[src/rtl/urv_dm_arbiter_pkg.sv]
// rtl/urv_dm_arbiter_pkg.sv - state and grant encodings shared by the data-memory arbiter
package urv_dm_arbiter_pkg;

  typedef enum logic [1:0] {
    ARB_IDLE = 2'd0,
    ARB_CPU  = 2'd1,
    ARB_DBG  = 2'd2
  } arb_state_t;

  typedef enum logic {
    GNT_CPU = 1'b0,
    GNT_DBG = 1'b1
  } gnt_t;

endpackage

[src/rtl/urv_dm_arbiter_if.sv]
// rtl/urv_dm_arbiter_if.sv - single-outstanding data-memory bus between arbiter and memory
interface urv_dm_arbiter_if;
  logic        req;
  logic        we;
  logic [31:0] addr;
  logic [31:0] wdata;
  logic [3:0]  sel;
  logic        ack;
  logic [31:0] rdata;

  modport master (output req, we, addr, wdata, sel, input ack, rdata);
  modport slave  (input req, we, addr, wdata, sel, output ack, rdata);
endinterface

[src/rtl/urv_dm_arbiter_rr_arb2.sv]
// rtl/urv_dm_arbiter_rr_arb2.sv - two-requester round-robin grant with last-grant memory
module urv_rr_arb2
  import urv_dm_arbiter_pkg::*;
#(
  parameter int g_cpu_first = 1
) (
  input  logic clk,
  input  logic rst_n,
  input  logic en,
  input  logic cpu_req,
  input  logic dbg_req,
  output logic cpu_ok,
  output logic gnt_cpu,
  output logic gnt_dbg
);

  gnt_t last_grant;

  // CPU may go unless debug is waiting and the CPU had the previous turn
  always_comb begin
    cpu_ok  = !(dbg_req && (last_grant == GNT_CPU));
    gnt_cpu = en && cpu_req && cpu_ok;
    gnt_dbg = en && dbg_req && !gnt_cpu;
  end

  // Remember who was served last so a contested arbitration alternates
  always_ff @(posedge clk or negedge rst_n) begin
    if (!rst_n) begin
      last_grant <= (g_cpu_first != 0) ? GNT_DBG : GNT_CPU;
    end else if (gnt_cpu) begin
      last_grant <= GNT_CPU;
    end else if (gnt_dbg) begin
      last_grant <= GNT_DBG;
    end
  end

endmodule

[src/rtl/urv_dm_arbiter.sv]
// rtl/urv_dm_arbiter.sv - CPU/debug arbiter for the uRV data-memory port with optional timeout
module urv_dm_arbiter
  import urv_dm_arbiter_pkg::*;
#(
  parameter int g_timeout_cycles = 0,
  parameter int g_cpu_first      = 1
) (
  input  logic        clk_i,
  input  logic        rst_n_i,
  input  logic [31:0] cpu_addr_i,
  input  logic [31:0] cpu_data_s_i,
  input  logic [3:0]  cpu_sel_i,
  input  logic        cpu_load_i,
  input  logic        cpu_store_i,
  output logic        cpu_ready_o,
  output logic        cpu_load_done_o,
  output logic [31:0] cpu_data_l_o,
  output logic        cpu_err_o,
  input  logic        dbg_req_i,
  input  logic        dbg_we_i,
  input  logic [31:0] dbg_addr_i,
  input  logic [31:0] dbg_data_i,
  input  logic [3:0]  dbg_sel_i,
  output logic        dbg_ack_o,
  output logic [31:0] dbg_data_o,
  output logic        dbg_err_o,
  urv_dm_arbiter_if.master mem
);

  // Counter only needs to reach the limit; keep one bit when the timeout is disabled
  localparam int CW     = (g_timeout_cycles > 0) ? $clog2(g_timeout_cycles + 1) : 1;
  localparam int LIM_M1 = (g_timeout_cycles > 0) ? g_timeout_cycles - 1 : 0;
  localparam logic [CW-1:0] CNT_MAX = (g_timeout_cycles > 0) ? CW'(g_timeout_cycles) : '0;

  arb_state_t    state_q, state_d;
  logic [CW-1:0] cnt_q;
  logic          idle, xfer, done, tmo;
  logic          cpu_ok, gnt_cpu, gnt_dbg;

  assign idle        = (state_q == ARB_IDLE);
  assign xfer        = !idle;
  assign done        = xfer && mem.ack;
  // The limit is hit on the cycle the counter would step onto g_timeout_cycles;
  // an ack in that same cycle wins and completes normally
  assign tmo         = (g_timeout_cycles > 0) && xfer && !mem.ack && (cnt_q == CW'(LIM_M1));
  assign cpu_ready_o = idle && cpu_ok;
  assign mem.req     = xfer;

  urv_rr_arb2 #(
    .g_cpu_first (g_cpu_first)
  ) u_rr (
    .clk     (clk_i),
    .rst_n   (rst_n_i),
    .en      (idle),
    .cpu_req (cpu_load_i | cpu_store_i),
    .dbg_req (dbg_req_i),
    .cpu_ok  (cpu_ok),
    .gnt_cpu (gnt_cpu),
    .gnt_dbg (gnt_dbg)
  );

  // State register
  always_ff @(posedge clk_i or negedge rst_n_i) begin
    if (!rst_n_i) state_q <= ARB_IDLE;
    else          state_q <= state_d;
  end

  // Next state: grant from IDLE, return on ack or timeout
  always_comb begin
    state_d = state_q;
    case (state_q)
      ARB_IDLE: begin
        if (gnt_cpu)      state_d = ARB_CPU;
        else if (gnt_dbg) state_d = ARB_DBG;
      end
      ARB_CPU, ARB_DBG: begin
        if (done || tmo) state_d = ARB_IDLE;
      end
      default: state_d = ARB_IDLE;
    endcase
  end

  // Wait counter: cleared on grant, saturating increment while waiting for ack
  always_ff @(posedge clk_i or negedge rst_n_i) begin
    if (!rst_n_i) begin
      cnt_q <= '0;
    end else if (gnt_cpu || gnt_dbg) begin
      cnt_q <= '0;
    end else if (xfer && !mem.ack && (cnt_q != CNT_MAX)) begin
      cnt_q <= cnt_q + 1'b1;
    end
  end

  // Capture the winner's access onto the bus; held stable for the whole transfer
  always_ff @(posedge clk_i or negedge rst_n_i) begin
    if (!rst_n_i) begin
      mem.we    <= 1'b0;
      mem.addr  <= '0;
      mem.wdata <= '0;
      mem.sel   <= '0;
    end else if (gnt_cpu) begin
      mem.we    <= cpu_store_i;
      mem.addr  <= cpu_addr_i;
      mem.wdata <= cpu_data_s_i;
      mem.sel   <= cpu_sel_i;
    end else if (gnt_dbg) begin
      mem.we    <= dbg_we_i;
      mem.addr  <= dbg_addr_i;
      mem.wdata <= dbg_data_i;
      mem.sel   <= dbg_sel_i;
    end
  end

  // Completion pulses and read data returned to the owning master
  always_ff @(posedge clk_i or negedge rst_n_i) begin
    if (!rst_n_i) begin
      cpu_load_done_o <= 1'b0;
      cpu_err_o       <= 1'b0;
      cpu_data_l_o    <= '0;
      dbg_ack_o       <= 1'b0;
      dbg_err_o       <= 1'b0;
      dbg_data_o      <= '0;
    end else begin
      cpu_load_done_o <= (state_q == ARB_CPU) && done && !mem.we;
      cpu_err_o       <= (state_q == ARB_CPU) && tmo;
      dbg_ack_o       <= (state_q == ARB_DBG) && (done || tmo);
      dbg_err_o       <= (state_q == ARB_DBG) && tmo;
      if ((state_q == ARB_CPU) && done && !mem.we) cpu_data_l_o <= mem.rdata;
      if ((state_q == ARB_DBG) && done && !mem.we) dbg_data_o   <= mem.rdata;
    end
  end

endmodule

[src/flat_wrapper.sv]
// flat-port wrapper written by rule: the top's interface ports become plain ports
module urv_dm_arbiter_flat import urv_dm_arbiter_pkg::*;
#(
  parameter int g_timeout_cycles = 0,
  parameter int g_cpu_first      = 1
)
  (clk_i, rst_n_i, cpu_addr_i, cpu_data_s_i, cpu_sel_i, cpu_load_i, cpu_store_i, cpu_ready_o, cpu_load_done_o, cpu_data_l_o, cpu_err_o, dbg_req_i, dbg_we_i, dbg_addr_i, dbg_data_i, dbg_sel_i, dbg_ack_o, dbg_data_o, dbg_err_o, mem_req, mem_we, mem_addr, mem_wdata, mem_sel, mem_ack, mem_rdata);
  urv_dm_arbiter_if mem_i ();
  input  logic clk_i;
  input  logic rst_n_i;
  input  logic [31:0] cpu_addr_i;
  input  logic [31:0] cpu_data_s_i;
  input  logic [3:0] cpu_sel_i;
  input  logic cpu_load_i;
  input  logic cpu_store_i;
  output logic cpu_ready_o;
  output logic cpu_load_done_o;
  output logic [31:0] cpu_data_l_o;
  output logic cpu_err_o;
  input  logic dbg_req_i;
  input  logic dbg_we_i;
  input  logic [31:0] dbg_addr_i;
  input  logic [31:0] dbg_data_i;
  input  logic [3:0] dbg_sel_i;
  output logic dbg_ack_o;
  output logic [31:0] dbg_data_o;
  output logic dbg_err_o;
  output wire logic [$bits(mem_i.req)-1:0] mem_req;
  output wire logic [$bits(mem_i.we)-1:0] mem_we;
  output wire logic [$bits(mem_i.addr)-1:0] mem_addr;
  output wire logic [$bits(mem_i.wdata)-1:0] mem_wdata;
  output wire logic [$bits(mem_i.sel)-1:0] mem_sel;
  input wire logic [$bits(mem_i.ack)-1:0] mem_ack;
  input wire logic [$bits(mem_i.rdata)-1:0] mem_rdata;
  assign mem_req = mem_i.req;
  assign mem_we = mem_i.we;
  assign mem_addr = mem_i.addr;
  assign mem_wdata = mem_i.wdata;
  assign mem_sel = mem_i.sel;
  assign mem_i.ack = mem_ack;
  assign mem_i.rdata = mem_rdata;
  urv_dm_arbiter #(.g_timeout_cycles(g_timeout_cycles), .g_cpu_first(g_cpu_first)) u_core (.clk_i(clk_i), .rst_n_i(rst_n_i), .cpu_addr_i(cpu_addr_i), .cpu_data_s_i(cpu_data_s_i), .cpu_sel_i(cpu_sel_i), .cpu_load_i(cpu_load_i), .cpu_store_i(cpu_store_i), .cpu_ready_o(cpu_ready_o), .cpu_load_done_o(cpu_load_done_o), .cpu_data_l_o(cpu_data_l_o), .cpu_err_o(cpu_err_o), .dbg_req_i(dbg_req_i), .dbg_we_i(dbg_we_i), .dbg_addr_i(dbg_addr_i), .dbg_data_i(dbg_data_i), .dbg_sel_i(dbg_sel_i), .dbg_ack_o(dbg_ack_o), .dbg_data_o(dbg_data_o), .dbg_err_o(dbg_err_o), .mem(mem_i));
endmodule
[config.mk]
export PLATFORM = sky130hd
export DESIGN_NAME = urv_dm_arbiter_flat
export DESIGN_NICKNAME = d
export VERILOG_FILES = /design/src/rtl/urv_dm_arbiter_pkg.sv /design/src/rtl/urv_dm_arbiter_if.sv /design/src/rtl/urv_dm_arbiter_rr_arb2.sv /design/src/rtl/urv_dm_arbiter.sv /design/src/flat_wrapper.sv
export SDC_FILE = /design/constraint.sdc
export NUM_CORES = 1
export LEC_CHECK = 0
export CAP_MARGIN = 30
export CORE_ASPECT_RATIO = 0.75
export CORE_MARGIN = 2
export CORE_UTILIZATION = 40
export DETAILED_ROUTE_END_ITERATION = 7
export PLACE_DENSITY_LB_ADDON = 0.08
export SLEW_MARGIN = 25
export SYNTH_ARGS = -nofsm -noshare
export SYNTH_HDL_FRONTEND = slang
export SYNTH_SLANG_ARGS = --single-unit
[constraint.sdc]
create_clock -name clk_i -period 2.25 [get_ports clk_i]
set_clock_uncertainty 0.15 [all_clocks]
set_input_delay 0.5625 -clock clk_i [delete_from_list [all_inputs] [get_ports clk_i]]
set_output_delay 0.5625 -clock clk_i [all_outputs]
set_load 0.01 [all_outputs]
==> images/layer_met1.png <==
The bar under the picture is 50 um long.
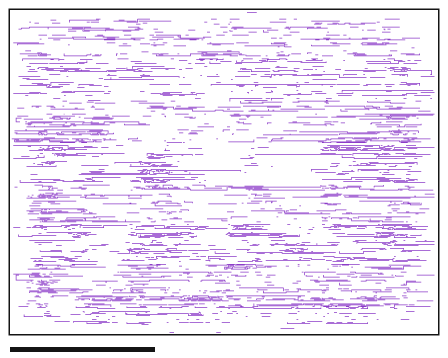
- share of all routed wire: 40%
- longest straight run: 42.8 um
via count: 5212
GR Layer Usage met1: 28.3%
final wirelength: 19300 um

==> images/layer_met2.png <==
The bar under the picture is 50 um long.
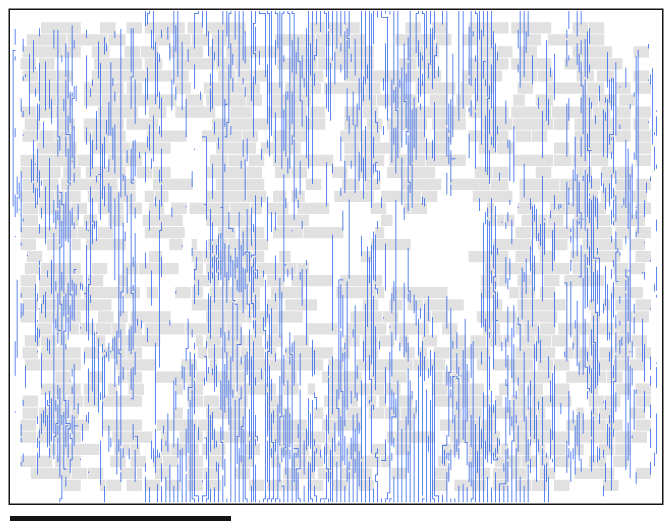
- longest straight run: 92.5 um
- wire length on this layer: 9600 um
- share of all routed wire: 50%
- main direction: vertical
- nets with wire on the layer: 884
GRT met2 Usage: 39.8%

==> results.toml <==
# synthesis and place-and-route metrics
[outcome]
outcome = "finished, final reports clean"

[timing]
fin_setup_tns_ns = 0
maxSlewHeadroom_pct = 46.7
fin_ws_ns = 0.0814
setup_violations = 0
whs_ns = 0.347
report.final.slew_viol_count = 0
fin_crit_ns = 2.17
tightest_slew_ns = 0.799
finalHoldViolCount = 0
max_freq_ghz = 0.461
timing.final.crit_share_pct = 96.4

[critical_path]
critPathBufInv = 1
rr_startpoint = "u_core.u_rr.last_grant$_DFFE_PN1P_"
cpMaxStageDelayCell = "clkdlybuf4s50_1"
critical_path.top_delay_family = "buffers and inverters"
startpoint = "u_core.mem.we$_DFFE_PN0P_"
crit_type = "reg2out"
critPathCapture = "mem_we"
reg2reg_depth = 5
crit_path_max_fanout = 4
arrival_ns = 1.46
rrSetupSlack_ns = 0.24
endpoint_kind = "primary output"
cp-start-kind = "flip-flop"
cp_cell_sequence = "clkdlybuf4s50_1"
worst-path-stages = 1
slowest_delay_ns = 0.60
cp.required_ns = 1.54
r2r_end = "u_core.mem.wdata[13]$_DFFE_PN0P_"

[floorplan]
rows = 39
die-area_um2 = 16400
core_um2 = 15100
die_width_um = 147
design.portCount = 314
nWellTaps = 205
die_y_um = 111
fp-utilization_pct = 40.7

[synthesis]
yosys-top-cells-count = "137 x dfrtp_1, 68 x mux2i_1, 68 x nor4_1, 64 x mux2_2, 59 x a21oi_1"
ys_area_um2 = 6160
synth_top_area_share_pct = 55.7
synth-edff-count = 0
mux_area_share_pct = 22.9
netlist_top_cells_area = "dfrtp_1 56%, mux2_2 12%, mux2i_1 11%"
logic_family = "multiplexers"
ys_sh_adder_pct = 0.813
top_cell = "dfrtp_1"
syn_area_um2 = 6160
top_area_cell = "dfrtp_1"
ys_ff = 138
ys_seq_share_pct = 56.1
yosysWarnings = 0
synthFlopType = "dfrtp_1"
ys_sh_xor_pct = 0
aoi_share_pct = 7.21
syn-instance-count = 487
ys_cells = 487
yosysUniqueCellTypes = 35
avgSynthCellArea_um2 = 12.6
simple_gate_area_share_pct = 8.49
async_flop_share_pct = 100

[layout]
drive_gt1_share_pct = 18.5
diodes = 0
stdcell_count = 1020
clk_share_pct = 6.33
syn2layout_area_growth_pct = 67.9
non_clock_buffer_count = 342
nClkBuffers = 18
buf_share_pct = 33.7
filler_cell_count = 1097
layout_top_cell = "clkdlybuf4s50_1"
combGateArea_um2 = 2480
fin_nets = 981
inverters = 5
final_cell_mix = "308 x clkdlybuf4s50_1, 137 x dfrtp_1, 68 x mux2i_1, 68 x nor4_1, 64 x mux2_2"
sh_comb_area_pct = 24.0
seq_area_share_pct = 33.4
layout.area.seq_um2 = 3450
design_area_um2 = 10300
logic_gates = 298
dominant_cells = "non-clock buffers"
ff_count = 138
fin_util_pct = 68.4

[cts]
clk_latency_ns = 0.41
cts.sinks = 138
cts_hold_buf = 1
ctsResizeCount = 6
clk_pin_slew_ns = 0.06
cts_buffers = 17
htree_num_levels = 4
cts_setup_buffers = 0
cts_root_buffer = "clkbuf_16"
tritoncts = "done"
clock_path_buffers = 2

[power]
power.total_mw = 14.1
maxPowerGroup = "combinational cells"
power.switching_mw = 4.59
seq-power_mw = 4.35
internal_power_mw = 9.47
irDropWorstVdd_mv = 0.837
p_leak_nw = 4.47
power.share.combinational_pct = 47.1
powerDensity_nw_per_um2 = 1360
powerClk_mw = 3.09
p_seq_share_pct = 31.0
switching_share_pct = 32.7
pg_comb_mw = 6.62
clkPwrFrac_pct = 22.0

[placed_design]
post-place-ws_ns = -0.315
dp_cells = 984
numPortBuffers = 311
gp_congestion = 0.848
hpwlAfterDp_um = 13600
place_area_um2 = 9650

[detailed_routing]
drt_iter0_markers = 294
first_pass_iters = 4
ant_nets = 0
wl_met1_um = 7700
top_layer_used = "met4"
drc_errors = 0
met3WireLength_um = 1590
routedWlPerCell_um = 18.9
viasPerCell = 5.11
wl_met2_um = 9600

[worst_hold_path]
hold_depth = 1
holdPathEnd = "u_core.dbg_data_o[4]$_DFFE_PN0P_"
worstHoldStart = "u_core.dbg_data_o[4]$_DFFE_PN0P_"
hold_path_class = "reg2reg"

[global_route]
grt_pass1_vias = 5664
grt_max_degree = 71
antenna_found_initial = 0
track_usage_pct = 23.8
grt_busiest_layer = "met2"
grt_overflow_total = 0
grt_first_pass_wirelength_um = 30600

[run]
cap_violations = 0
warnings = 29
==> images/layer_met3.png <==
The bar under the picture is 50 um long.
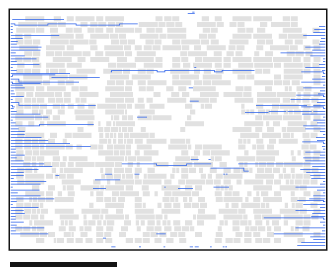
- wire length on this layer: 1590 um
- longest straight run: 40.3 um
- main direction: horizontal
- share of all routed wire: 8.2%
- nets with wire on the layer: 168
met3 GRT Util: 9.55%

